run_1/met1.png
Supply wires on this layer in gray.
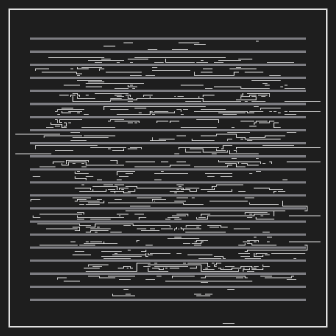
run_1/met2.png
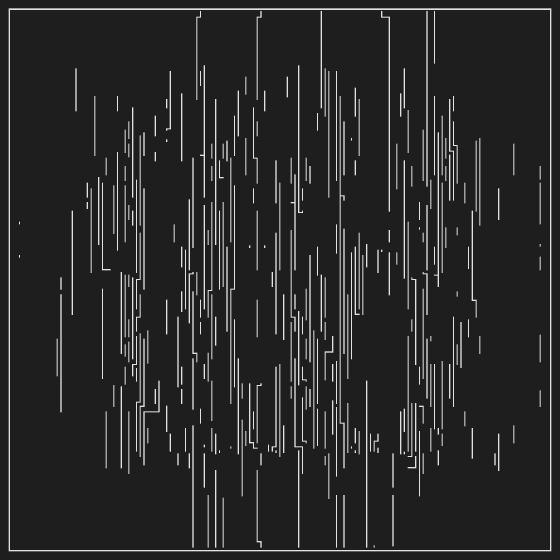
run_1/met3.png
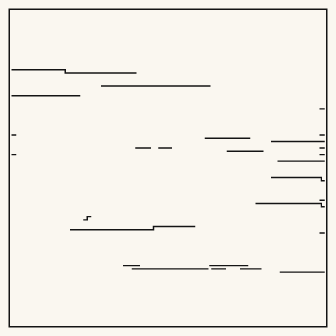
--- src/rtl/serial_adder_pkg.sv ---
// Shared definitions for the bit-serial adder: FSM state encoding.
package serial_adder_pkg;

   typedef enum logic [1:0] {
      IDLE  = 2'd0,
      SHIFT = 2'd1,
      DONE  = 2'd2
   } state_t;

endpackage

--- src/rtl/serial_fa_cell.sv ---
// Single-bit full adder used by the serial adder datapath.
module serial_fa_cell (
   input  logic a,
   input  logic b,
   input  logic ci,
   output logic s,
   output logic co
);

   // sum and carry of one bit position
   always_comb begin
      s  = a ^ b ^ ci;
      co = (a & b) | (a & ci) | (b & ci);
   end

endmodule

--- src/rtl/serial_adder_seq.sv ---
// Bit-serial adder: one full-adder cell processes one bit per SHIFT cycle,
// LSB first; the result is published on entry to DONE.
// Optional feature: define SERIAL_ADDER_OVF_EN to add the signed-overflow
// output ovf.
//
// state | meaning
// IDLE  | waiting for start; operands captured on the accepting edge
// SHIFT | WIDTH cycles, one result bit per cycle, busy=1
// DONE  | one cycle, done=1, sum/cout valid; returns to IDLE
module serial_adder_seq
   import serial_adder_pkg::*;
#(
   parameter int WIDTH = 8
) (
   input  logic             clk,
   input  logic             rst_n,
   input  logic             start,
   input  logic [WIDTH-1:0] a,
   input  logic [WIDTH-1:0] b,
   input  logic             cin,
   output logic             busy,
   output logic             done,
   output logic [WIDTH-1:0] sum,
   output logic             cout
`ifdef SERIAL_ADDER_OVF_EN
   ,
   output logic             ovf
`endif
);

   localparam int CW = $clog2(WIDTH + 1);

   state_t           r_state;
   state_t           w_state_nxt;
   logic [CW-1:0]    r_cnt;
   logic [WIDTH-1:0] r_a;
   logic [WIDTH-1:0] r_b;
   logic             r_carry;
   // holds the WIDTH-1 result bits produced so far; the last bit comes
   // straight from the cell on the final step
   logic [WIDTH-2:0] r_res;
   logic [WIDTH-1:0] r_sum;
   logic             r_cout;
   logic             w_s;
   logic             w_co;
   logic             w_last;
   logic [WIDTH-1:0] w_cat;

   serial_fa_cell u_fa (
      .a  (r_a[0]),
      .b  (r_b[0]),
      .ci (r_carry),
      .s  (w_s),
      .co (w_co)
   );

   assign w_last = (r_cnt == CW'(WIDTH - 1));
   assign w_cat  = {w_s, r_res};
   assign sum    = r_sum;
   assign cout   = r_cout;

   // state register
   always_ff @(posedge clk or negedge rst_n) begin
      if (!rst_n) begin
         r_state <= IDLE;
      end else begin
         r_state <= w_state_nxt;
      end
   end

   // next-state and status outputs
   always_comb begin
      w_state_nxt = r_state;
      busy        = 1'b0;
      done        = 1'b0;
      case (r_state)
         IDLE: begin
            if (start) w_state_nxt = SHIFT;
         end
         SHIFT: begin
            busy = 1'b1;
            if (w_last) w_state_nxt = DONE;
         end
         DONE: begin
            done        = 1'b1;
            w_state_nxt = IDLE;
         end
         default: w_state_nxt = IDLE;
      endcase
   end

   // operand capture, per-bit shift/carry update and result publication
   always_ff @(posedge clk or negedge rst_n) begin
      if (!rst_n) begin
         r_cnt   <= '0;
         r_a     <= '0;
         r_b     <= '0;
         r_carry <= 1'b0;
         r_res   <= '0;
         r_sum   <= '0;
         r_cout  <= 1'b0;
      end else begin
         case (r_state)
            IDLE: begin
               if (start) begin
                  r_a     <= a;
                  r_b     <= b;
                  r_carry <= cin;
                  r_cnt   <= '0;
               end
            end
            SHIFT: begin
               r_a     <= r_a >> 1;
               r_b     <= r_b >> 1;
               r_carry <= w_co;
               r_res   <= w_cat[WIDTH-1:1];
               r_cnt   <= r_cnt + CW'(1);
               if (w_last) begin
                  r_sum  <= w_cat;
                  r_cout <= w_co;
               end
            end
            default: ;
         endcase
      end
   end

`ifdef SERIAL_ADDER_OVF_EN
   logic r_ovf;

   assign ovf = r_ovf;

   // signed overflow: carry into the MSB differs from carry out of it
   always_ff @(posedge clk or negedge rst_n) begin
      if (!rst_n) begin
         r_ovf <= 1'b0;
      end else if (r_state == SHIFT && w_last) begin
         r_ovf <= r_carry ^ w_co;
      end
   end
`endif

endmodule

--- config.mk ---
export PLATFORM = sky130hd
export DESIGN_NAME = serial_adder_seq
export DESIGN_NICKNAME = d
export VERILOG_FILES = /design/src/rtl/serial_adder_pkg.sv /design/src/rtl/serial_fa_cell.sv /design/src/rtl/serial_adder_seq.sv
export SDC_FILE = /design/constraint.sdc
export NUM_CORES = 1
export LEC_CHECK = 0
export ABC_CLOCK_PERIOD_IN_PS = 2000
export CAP_MARGIN = 15
export CORE_MARGIN = 4
export CORE_UTILIZATION = 50
export DETAILED_ROUTE_END_ITERATION = 8
export PLACE_DENSITY = 0.73
export SLEW_MARGIN = 20
export SYNTH_ARGS = -nofsm -noshare
export SYNTH_HDL_FRONTEND = slang
export SYNTH_SLANG_ARGS = --single-unit
--- constraint.sdc ---
create_clock -name clk -period 2 [get_ports clk]
set_input_delay 0.2 -clock clk [delete_from_list [all_inputs] [get_ports clk]]
set_output_delay 0.2 -clock clk [all_outputs]
set_load 0.02 [all_outputs]
==> flow_metrics.py, run 1 <==
# Flow results
metrics = {
    "run_status": {
        "status": "completed",
    },
    "worst_setup_path": {
        "path_max_fanout": 20,
        "required_ps": 1800,
        "worstPathArrival_ps": 1690,
        "endpoint_kind": "output port",
        "path_class": "flop to output port",
    },
    "logic_synthesis": {
        "synthArstFlopShare_pct": 100,
        "synthesis.area_per_instance_um2": 10.6,
        "yosysCellCount": 157,
        "synth_chip_area_mm2": 0.00167,
        "synth_xor_xnor_area_share_pct": 0,
        "ys_warn_count": 0,
        "area_leaders": "dfrtp_1, nand2_1, a22oi_1",
        "mux_share_pct": 6.66,
        "numSynthFlops": 39,
        "ys_types": 23,
        "edf_count": 0,
        "flop_cell": "dfrtp_1",
        "largest_area_cell": "dfrtp_1",
        "topCombFamilyByArea": "AND-OR/OR-AND gates",
        "synth_seq_share_pct": 58.4,
        "top_cell_area_share_pct": 58.4,
        "top_cell": "dfrtp_1",
    },
    "power_and_ir_drop": {
        "p_comb_mw": 1.32,
        "p_sw_mw": 1.18,
        "pwr-share-comb_pct": 41.3,
        "p_leak_nw": 0.951,
        "p_total_mw": 3.21,
        "swShare_pct": 37.0,
    },
    "route": {
        "antenna_left": 0,
        "wl_per_cell_um": 14.5,
        "wl_met2_mm": 1.70,
    },
    "clocking": {
        "cts_tree": "done",
        "cts_made_buffers": 5,
        "clock-sinks": 39,
        "clkLatencyLatePin_ps": 350,
        "cts_root_buf": "clkbuf_4",
        "clk_pin_slew_ps": 120,
        "ctsResizeCount": 0,
    },
    "final_timing": {
        "fin_setup_tns_ps": 0,
        "fmax_mhz": 530,
        "fin_crit_ps": 1890,
        "rsz0062_at_grt": "no",
        "fin_hold_ws_ps": 471,
        "fin_skew_ps": 10.2,
    },
    "cells_and_area": {
        "largest_cell_class": "registers",
        "signal_buffers": 38,
        "drive_above_1_share_pct": 13.4,
        "comb_cells": 107,
        "lay_top_cells": "dfrtp_1, nand2_1, clkdlybuf4s50_1",
        "lay_top_count": "dfrtp_1",
        "final-seq-area_um2": 976,
        "area_delta_synth_final_pct": 27.7,
        "finalNonFillerCells": 238,
    },
    "placement": {
        "portBuffers": 30,
        "place_congestion": 0.702,
        "dp_cells": 229,
        "dp_hpwl_mm": 2.40,
    },
    "global_route": {
        "grt_pass1_wl_mm": 5.95,
        "grt_pass1_vias": 1248,
        "overflow": 0,
        "grt_start_max_net_pins": 40,
    },
    "hold_path": {
        "hold_class": "primary input to asynchronous set/reset pin",
    },
    "die": {
        "well_tap_count": 44,
        "io_pins": 31,
    },
}
About met1.png:
- nets with wire on the layer: 197
- wire length on this layer: 1510 um
- share of all routed wire: 44%
- main direction: horizontal
vias: 1312
Global Route met1 Usage: 23.0%
total wire length: 3.46 mm

About met2.png:
- wire length on this layer: 1700 um
- main direction: vertical
- longest straight run: 39.8 um
met2 Track Usage GR: 29.9%

About met3.png:
- nets with wire on the layer: 23
- longest straight run: 22.5 um
- share of all routed wire: 6.0%
- main direction: horizontal
GRT met3 Usage: 6.97%

run 1: critical path, cell delays in order (launching register included):
cell	delay (ps)
dfrtp_1	360
buf_4	230
nor2b_1	150
clkdlybuf4s50_1	600
run 1: sequential cells by signal, indices dropped and copies added (netlist names):
name     count
r_a          8
r_b          8
sum          8
r_res        7
r_cnt        4
r_state      2
cout         1
r_carry      1
run 1: final timing paths:
kind                                 start        to  slack [ps]  cells past startpoint
worst max-delay path            r_state[1]      done         110                      3
worst min-delay path                 rst_n    r_a[5]         470                      2
worst max register to register  r_state[1]    sum[0]         350                      3
worst min register to register    r_res[0]  r_res[0]         500                      2
max in group asynchronous            rst_n    sum[4]        1000                      2
min in group clk                      a[6]    r_a[6]         480                      3
## Run 2: what changed since run 1
- SYNTH_HIERARCHICAL: unset -> 1
==> run 2 against run 1 <==
Global-route usage increased by 0.51 points; die area shrank 1.1%; worst hold slack got worse by 32 ps; highest routed layer unchanged.
==> flow_metrics.py, run 2 <==
# Flow results
metrics = {
    "worst_setup_path": {
        "path_max_fanout": 22,
        "path_cells": "buf_4 > nor2b_1 > clkdlybuf4s50_1",
        "slowest_stage": "clkdlybuf4s50_1",
        "worstPathArrival_ps": 1720,
        "path_class": "flop to output port",
        "critPathMaxStageDelay_ps": 610,
        "required_ps": 1800,
        "crit_buf_inv": 2,
        "cp_top_family": "buffers and inverters",
    },
    "final_timing": {
        "slew_headroom_pct": 42.9,
        "fmax_mhz": 521,
        "tightest_slew_ps": 857,
        "fin_crit_ps": 1920,
        "fin_hold_ws_ps": 439,
        "rsz0062_at_grt": "no",
        "fin_setup_tns_ps": 0,
    },
    "hold_path": {
        "hold_class": "primary input to flop",
    },
    "cells_and_area": {
        "largest_cell_class": "registers",
        "drive_above_1_share_pct": 12.8,
        "signal_buffers": 36,
        "finalNonFillerCells": 231,
        "lay_top_cells": "dfrtp_1, nand2_1, clkdlybuf4s50_1",
        "final-seq-area_um2": 976,
        "buf_share_pct": 16.6,
        "area_delta_synth_final_pct": 25.5,
        "comb_cells": 103,
        "seq_share_pct": 47.1,
        "lay_top_count": "dfrtp_1",
    },
    "clocking": {
        "clkLatencyLatePin_ps": 350,
        "clk_pin_slew_ps": 110,
        "cts_root_buf": "clkbuf_4",
        "cts_tree": "done",
        "ctsResizeCount": 1,
    },
    "route": {
        "wl_met2_mm": 1.70,
        "top_layer": "met4",
        "antenna_left": 0,
        "wl_met3_um": 212,
    },
    "power_and_ir_drop": {
        "pwr-share-comb_pct": 42.7,
        "p_seq_mw": 1.33,
        "p_leak_nw": 0.912,
        "p_comb_mw": 1.28,
        "swShare_pct": 38.6,
        "p_total_mw": 3.00,
    },
    "logic_synthesis": {
        "edf_count": 0,
        "area_leaders": "dfrtp_1, nand2_1, a22oi_1",
        "flop_cell": "dfrtp_1",
        "ys_warn_count": 6,
        "synthArstFlopShare_pct": 100,
        "synthesis.area_per_instance_um2": 10.9,
        "synth_chip_area_mm2": 0.00165,
        "top_cell_area_share_pct": 59.1,
        "top_cell": "dfrtp_1",
        "numSynthFlops": 39,
        "largest_area_cell": "dfrtp_1",
        "synth_seq_share_pct": 59.1,
        "ys_types": 19,
    },
    "placement": {
        "place_congestion": 0.741,
        "dp_hpwl_mm": 2.39,
        "portBuffers": 30,
    },
    "global_route": {
        "met2_usage_pct": 31.0,
        "gr-max-usage-layer": "met2",
        "use_met3_pct": 5.64,
        "grt_pass1_wl_mm": 6.13,
        "grt_start_max_net_pins": 40,
        "grt_pass1_vias": 1322,
        "overflow": 0,
    },
    "die": {
        "well_tap_count": 44,
        "io_pins": 31,
        "die_h_um": 65.5,
    },
    "run_status": {
        "status": "completed",
    },
}
-- run 2: worst paths after layout --
path	from	endpoint	slack (ps)	cells after the start
min in group asynchronous	rst_n	sum[0]	480	2
worst min-delay path	b[7]	r_b[7]	440	2
worst min register to register	r_a[3]	r_a[3]	490	2
max in group asynchronous	rst_n	r_a[1]	980	2
worst max-delay path	r_state[0]	done	80	3
worst max register to register	r_cnt[0]	sum[0]	360	4
-- run 2: kinds of logic (layout without fill, tap and decap cells) --
kind of cell | after synthesis | count (layout) | synth area share [%]
adders and majority gates | 2 | 2 | 1.97
AOI/OAI and AO/OA | 42 | 42 | 16.3
DFF | 39 | 39 | 59.1
muxes | 10 | 10 | 6.82
buffers and inverters | 9 | 45 | 2.35
and+or+nand+nor | 49 | 49 | 13.4
run_2/final_clocks.png
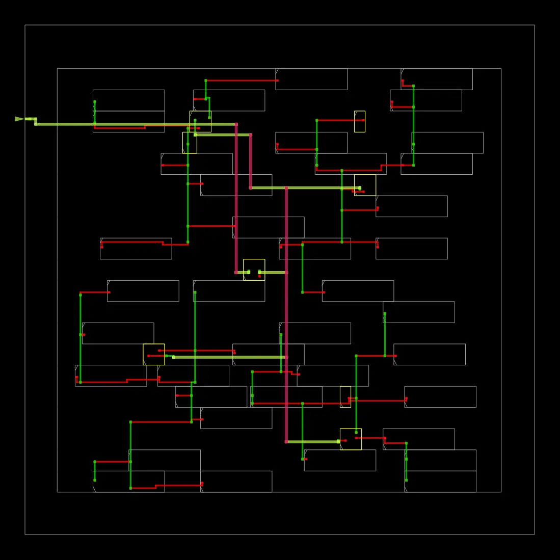
Sink Count: 39
CTS buffer count: 5
final clock skew: 10.0 ps
flop count: 39
clock buf count: 7

run_2/wire_density.png
Bar = 20 um. The die is cut into 13 by 13 equal tiles; dark purple is low, yellow is high, scaled to the fullest tile. Values are wire area over tile area, all layers added.
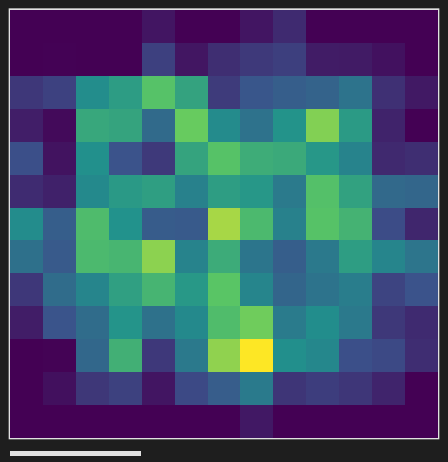
- densest ninth of the die: middle
- mean over tiles: 0.13
- fullest tile: 0.43
- nearly empty tiles: 19%
vias: 1265
global router's overall resource usage: 19.0%
routed len/inst: 15.1 um
total wire length: 3.49 mm

run_2/met1.png
Supply wires on this layer in gray.
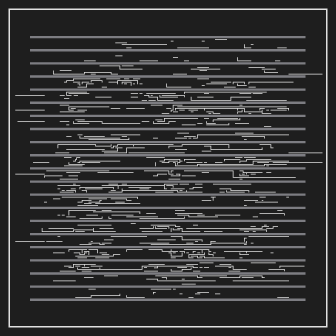
- nets with wire on the layer: 184
- share of all routed wire: 44%
- longest straight run: 22.5 um
- main direction: horizontal
Global Route met1 Usage: 23.9%

## Run 3: what changed since run 2
- CORE_UTILIZATION: 50 -> 51
- PLACE_DENSITY: 0.73 -> 0.74
==> run 3 against run 2 <==
Cell count stayed put; die area down 1.7%; area after synthesis stayed put; critical path depth did not move; critical endpoint unchanged; first-iteration DRC count shrank 26%; sequential cell count unchanged; count of clock-buffer cells in the layout increased by 1; worst hold slack better by 11 ps; cell area rose by 0.72%; maximum frequency rose by 13%; combinational power about the same.
==> flow_metrics.py, run 3 <==
# Flow results
metrics = {
    "power_and_ir_drop": {
        "pwr-share-comb_pct": 41.6,
        "swShare_pct": 37.2,
        "p_comb_mw": 1.26,
        "p_leak_nw": 0.927,
        "p_seq_mw": 1.32,
        "p_sw_mw": 1.13,
    },
    "placement": {
        "dp_cells": 222,
        "portBuffers": 30,
        "dp_hpwl_mm": 2.30,
        "place_congestion": 0.744,
    },
    "die": {
        "io_pins": 31,
        "well_tap_count": 44,
    },
    "logic_synthesis": {
        "synth_xor_xnor_area_share_pct": 0,
        "top_cell_area_share_pct": 59.1,
        "mux_share_pct": 6.82,
        "synth_chip_area_mm2": 0.00165,
        "topCombFamilyByArea": "AND-OR/OR-AND gates",
        "top_cell": "dfrtp_1",
        "largest_area_cell": "dfrtp_1",
        "area_leaders": "dfrtp_1, nand2_1, a22oi_1",
        "numSynthFlops": 39,
        "post_synth_and_or_nand_nor_area_fraction_pct": 13.4,
        "synth_seq_share_pct": 59.1,
        "flop_cell": "dfrtp_1",
        "synthesis.area_per_instance_um2": 10.9,
        "fa_ha_area_share_pct": 1.97,
        "yosysCellCount": 151,
        "edf_count": 0,
        "ys_warn_count": 6,
    },
    "clocking": {
        "clk_pin_slew_ps": 110,
        "clock-sinks": 39,
        "cts_tree": "done",
        "clkLatencyLatePin_ps": 340,
        "ctsResizeCount": 2,
        "cts_root_buf": "clkbuf_4",
        "cts_made_buffers": 5,
    },
    "final_timing": {
        "fin_skew_ps": 4.38,
        "tightest_slew_ps": 840,
        "fmax_mhz": 588,
        "slew_headroom_pct": 44.0,
        "rsz0062_at_grt": "no",
        "fin_crit_ps": 1700,
        "fin_hold_ws_ps": 450,
    },
    "cells_and_area": {
        "seq_share_pct": 46.8,
        "final-seq-area_um2": 976,
        "design.seq.count": 39,
        "lay_top_cells": "dfrtp_1, nand2_1, clkdlybuf4s50_1",
        "lay_top_count": "dfrtp_1",
        "buf_share_pct": 16.5,
        "drive_above_1_share_pct": 13.4,
        "finalNonFillerCells": 231,
        "signal_buffers": 36,
        "area_delta_synth_final_pct": 26.4,
        "largest_cell_class": "registers",
        "comb_cells": 103,
        "nFillCells": 273,
        "clock_buffers": 8,
    },
    "worst_setup_path": {
        "crit_buf_inv": 2,
        "required_ps": 1800,
        "path_max_fanout": 19,
        "cp_top_family": "buffers and inverters",
        "path_class": "flop to output port",
        "path_cells": "buf_4 > nor2b_1 > dlygate4sd2_1",
        "slowest_stage": "dlygate4sd2_1",
        "critPathMaxStageDelay_ps": 360,
    },
    "hold_path": {
        "hold_class": "primary input to flop",
    },
    "global_route": {
        "gr-max-usage-layer": "met2",
        "use_met3_pct": 6.24,
        "overflow": 0,
        "grt_pass1_wl_mm": 6.03,
    },
    "route": {
        "wl_met2_mm": 1.49,
        "antenna_left": 0,
    },
    "run_status": {
        "status": "completed",
    },
}
run 3: cell count changes in the layout (fill, tap and decap cells not counted):
cell / before / now
clkbuf_8: 0 / 2
clkdlybuf4s50_1: 29 / 27
clkbuf_1: 2 / 1
clkinv_2: 1 / 0
dlygate4sd2_1: 0 / 1
dlymetal6s2s_1: 0 / 1
nand2b_2: 0 / 1
nand2b_4: 1 / 0
run 3: path summary, 6_finish.rpt:
kind                       slack [ps]  endpoint  startpoint  cells after the start
setup / recovery                  300      done  r_state[1]                      3
hold / removal                    450    r_a[7]        a[7]                      2
setup reg to reg                  340    sum[6]  r_state[1]                      3
hold reg to reg                   490  r_res[0]    r_res[0]                      2
max in group asynchronous         990    r_a[4]       rst_n                      2
min in group asynchronous         490  r_res[0]       rst_n                      2
run_3/met3.png
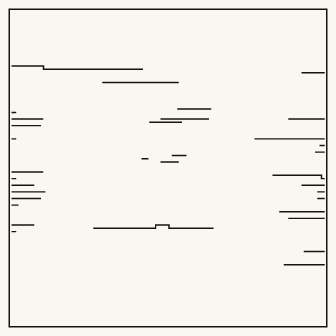
- main direction: horizontal
- share of all routed wire: 6.5%
vias: 1209
total wire length: 3.33 mm

run_3/wire_density.png
Bar = 20 um. The die is cut into 13 by 13 equal tiles; dark purple is low, yellow is high, scaled to the fullest tile. Values are wire area over tile area, all layers added.
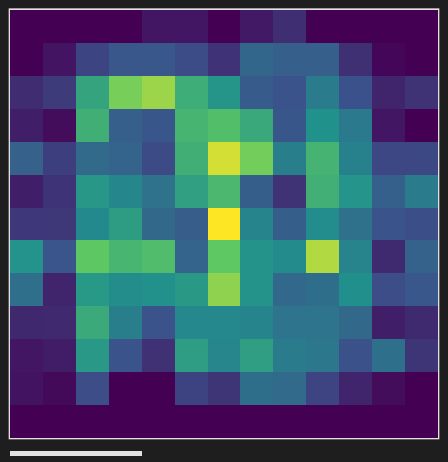
- mean over tiles: 0.13
- densest ninth of the die: middle
- fullest tile: 0.42
- nearly empty tiles: 17%
- tiles over half the peak: 22%
routed len/inst: 14.4 um
global router's overall resource usage: 18.9%

run_3/met1.png
Supply wires on this layer in gray.
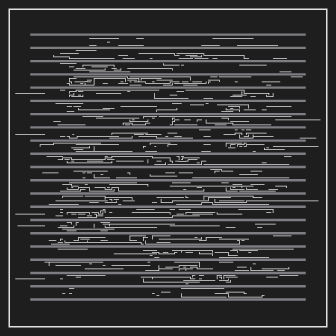
- main direction: horizontal
- nets with wire on the layer: 179
- longest straight run: 27.1 um
- wire length on this layer: 1580 um
Global Route met1 Usage: 24.6%

No activity file was given, so power comes from the tool's default toggle rates.
